==> config.mk <==
export PLATFORM = sky130hd
export DESIGN_NAME = fir_decim_out
export DESIGN_NICKNAME = d
export VERILOG_FILES = /design/src/rtl/fir_pkg.sv /design/src/rtl/fir_sync_fifo.sv /design/src/rtl/fir_decim_out.sv
export SDC_FILE = /design/constraint.sdc
export NUM_CORES = 1
export LEC_CHECK = 0
export ABC_AREA = 1
export CORE_MARGIN = 2
export CORE_UTILIZATION = 45
export DETAILED_ROUTE_END_ITERATION = 8
export PLACE_DENSITY_LB_ADDON = 0.15
export SLEW_MARGIN = 10
export SYNTH_ARGS = -nofsm -noshare
export SYNTH_HDL_FRONTEND = slang
export SYNTH_SLANG_ARGS = --single-unit
==> constraint.sdc <==
create_clock -name clk -period 4.1 [get_ports clk]
set_clock_uncertainty 0.2 [all_clocks]
set_input_delay 0.82 -clock clk [delete_from_list [all_inputs] [get_ports clk]]
set_output_delay 0.82 -clock clk [all_outputs]
set_load 0.1 [all_outputs]
Run 1, signal wires on met2:
Scale: 2 px per um.
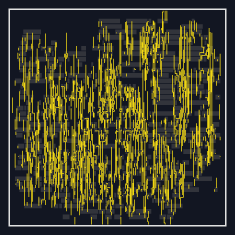
nets with wire on the layer = 611
longest straight run = 50.7 um
via count: 4518
global-route met2 utilization: 39.4%
Detailed Route WL: 12300 um

Run 1, congestion heat map:
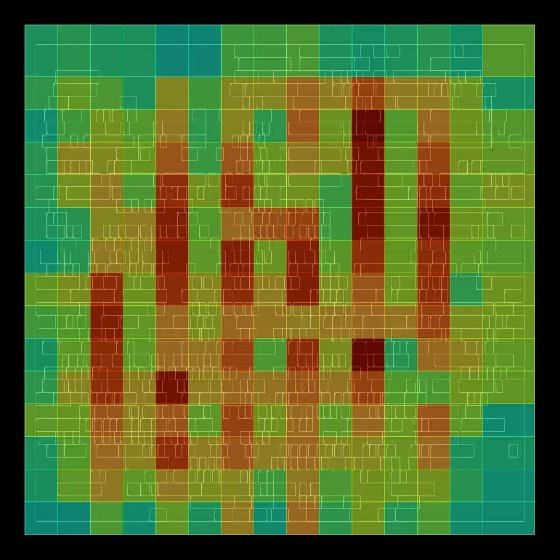
combined global-route utilization of all metal layers: 23.4%
met3 Usage GRT: 4.18%
Wirelength per Cell: 14.7 um
final cell utilization of the core: 54.0%
most utilized layer in the global route result: met2

Run 1, logic cells by family:
Scale: 4 px per um.
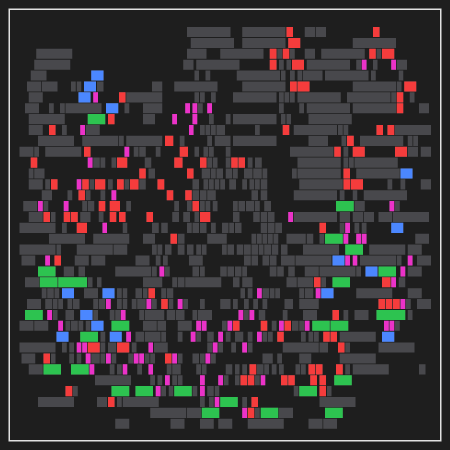
red -> inverting AOI/OAI gates  # cells 95, where widely spread
green -> adder and majority cells  # cells 26
magenta -> inverters  # cells 74
blue -> XOR/XNOR gates  # cells 16
fraction of area in multi-input gates: 47.0%
count of placed standard cells in the final layout, fillers left out: 840

Run 1, where the registers sit:
Scale: 4 px per um. Other sequential cells in the stronger grey, the rest of the logic in the fainter grey.
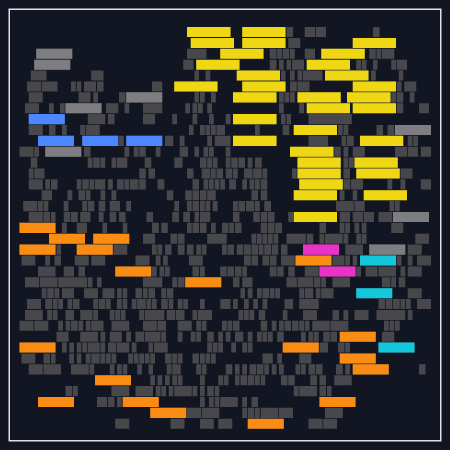
magenta -> `u_fifo.wr_ptr`  # flops 2
blue -> `shift_r`  # flops 4
cyan -> `u_fifo.level`  # flops 3
orange -> `acc`  # flops 19
yellow -> `u_fifo.mem`  # flops 32
not coloured = 8
Seq power: 984 uW
fraction of area in registers: 33.3%
area of all sequential standard cells: 0.00186 mm2

==> impl_metrics.tcl <==
# yosys + openroad results
set metrics [dict create \
    num_antenna_cells 0 \
    ant_nets 0 \
    layout-drive-gt1-share_pct 10.5 \
    ff_to_ff_setup_slack_ps 890 \
    postLayoutCellArea_mm2 0.00560 \
    finalClockPeriodUsage_pct 90.7 \
    final.setup.worst_slack_ps 382 \
    fmaxAchievable_mhz 269 \
    chipWidth_um 108 \
    ys_top_cells_by_count "sky130_fd_sc_hd__nand2_1 (179), sky130_fd_sc_hd__nand3_1 (74), sky130_fd_sc_hd__inv_1 (68)" \
    syn_area_per_cell_um2 7.33 \
    peakVddDrop_mv 0.622 \
    clock_sinks 68 \
    tool_warnings 30 \
    power-per-cell-area_mw_per_mm2 660 \
    crit_path_category "in -> reg" \
    outcome "finished clean" \
    drt-initial-drc-count 352 \
    synthesis.area_mm2 0.00482 \
    synth_stat.cells 658 \
    cts.path.max_buffers 2 \
    maxSlewHeadroom_pct 35.6 \
    r2r.worst_path.cells 20 \
    postSynth.topFlopCell "sky130_fd_sc_hd__dfrtp_1" \
    fin_total_pwr_uw 3690 \
    detail_route.vias_per_cell 5.38 \
    holdPathStages 2 \
    io_buffer_count 40 \
    cts.repair_timing.setup_buffer_count 0 \
    synth_warnings 0 \
    post-place-cells 824 \
    critical_path.startpoint_type "input port" \
    path_clk_slew_ps 80 \
    largest_register_ff_count 32 \
    fraction_of_synthesis_flops_using_an_asynchronous_set_or_reset_pin_pct 52.9 \
    dieHeight_um 108 \
    first_pass_iteration_count_of_the_detailed_router 5 \
    pre_cts_ws_ps 10.7 \
    grt_overflow_total 0 \
    ctsResizeCount 0 \
    initial_utilization_pct 46.5 \
    post-route-drc-count 0 \
    leakage_uw 0.00264 \
    setup_violations 0 \
]
==> run 1: cells in the final DEF, fill, tap and decap left out, drive strengths merged, types with 4 or more instances in the layout <==
cell type / Yosys / layout
dfrtp: 36 / 36
nand3: 80 / 80
a21oi: 29 / 29
nand4: 4 / 4
ha: 24 / 24
buf: 6 / 19
edfxtp: 32 / 32
xnor2: 6 / 6
nor3: 4 / 4
xor2: 10 / 10
clkbuf: 14 / 9
nor2: 66 / 66
inv: 71 / 75
o21ai: 56 / 56
clkdlybuf4s50: 0 / 31
nand2: 193 / 193
a32o: 6 / 6
o211ai: 5 / 5
==> run 1: through the flow <==
step / TNS (ps) / hold slack [ps]
after floorplan: -1780 / 257
after global placement: 0 / 273
after detailed placement: 0 / 278
after CTS: 0 / 299
after global routing: 0 / 325
final: 0 / 297
==> run 1: power by group <==
group          internal [uW]  total (uW)  switching (uW)
logic                    589        2120            1530
clock network            291         589             298
registers                864         984             119
==> run 1: worst max-delay path, cell delays in order <==
cell and delay [ps]:
sky130_fd_sc_hd__clkdlybuf4s50_1 410, sky130_fd_sc_hd__ha_1 250, sky130_fd_sc_hd__fa_1 390, sky130_fd_sc_hd__nand3_1 110, sky130_fd_sc_hd__nand3_2 100, sky130_fd_sc_hd__nand2_1 70
sky130_fd_sc_hd__nand2_1 80, sky130_fd_sc_hd__nand2_1 100, sky130_fd_sc_hd__nand3b_1 130, sky130_fd_sc_hd__nand3_1 130, sky130_fd_sc_hd__nand3_1 110, sky130_fd_sc_hd__nand2_1 100
sky130_fd_sc_hd__nand2_1 50, sky130_fd_sc_hd__nand2_1 110, sky130_fd_sc_hd__nand3_1 80, sky130_fd_sc_hd__nor2_1 110, sky130_fd_sc_hd__nand2_1 60, sky130_fd_sc_hd__nand2_1 50
sky130_fd_sc_hd__nand2_1 60, sky130_fd_sc_hd__nand2_2 140, sky130_fd_sc_hd__nand2_1 140
==> run 1: area by class of cell <==
type                    instances  area [um2]
fillers                      1033        4770
clock buffers                   9         124
well taps                     136         170
multi-input cells             496        2630
clock inverters                 7        82.6
flip-flops and latches         68        1860
inverters                      74         278
repair buffers                 50         450
==> run 1: layer usage <==
layer / vias to the layer above / GRT usage (%) / wire length, um
met1: 2123 / 30.8 / 5740
met2: 116 / 39.4 / 5820
li1: 2262 / - / -
met5: - / 0 / 0
met3: 17 / 4.18 / 577
met4: 0 / 6.68 / 184
==> run 1: kinds of logic (layout without fill, tap and decap cells) <==
family                   Yosys count  in the layout  share of synthesized area [%]
XOR/XNOR                          16             16                           2.91
buffers and inverters             94            140                           7.45
flip-flops                        68             68                           38.6
AND-OR/OR-AND                    101            101                           11.7
AND/OR/NAND/NOR                  351            351                           31.9
adder cells (fa/ha/maj)           26             26                           7.06
multiplexers                       2              2                          0.467
No activity file was given, so power comes from the tool's default toggle rates.
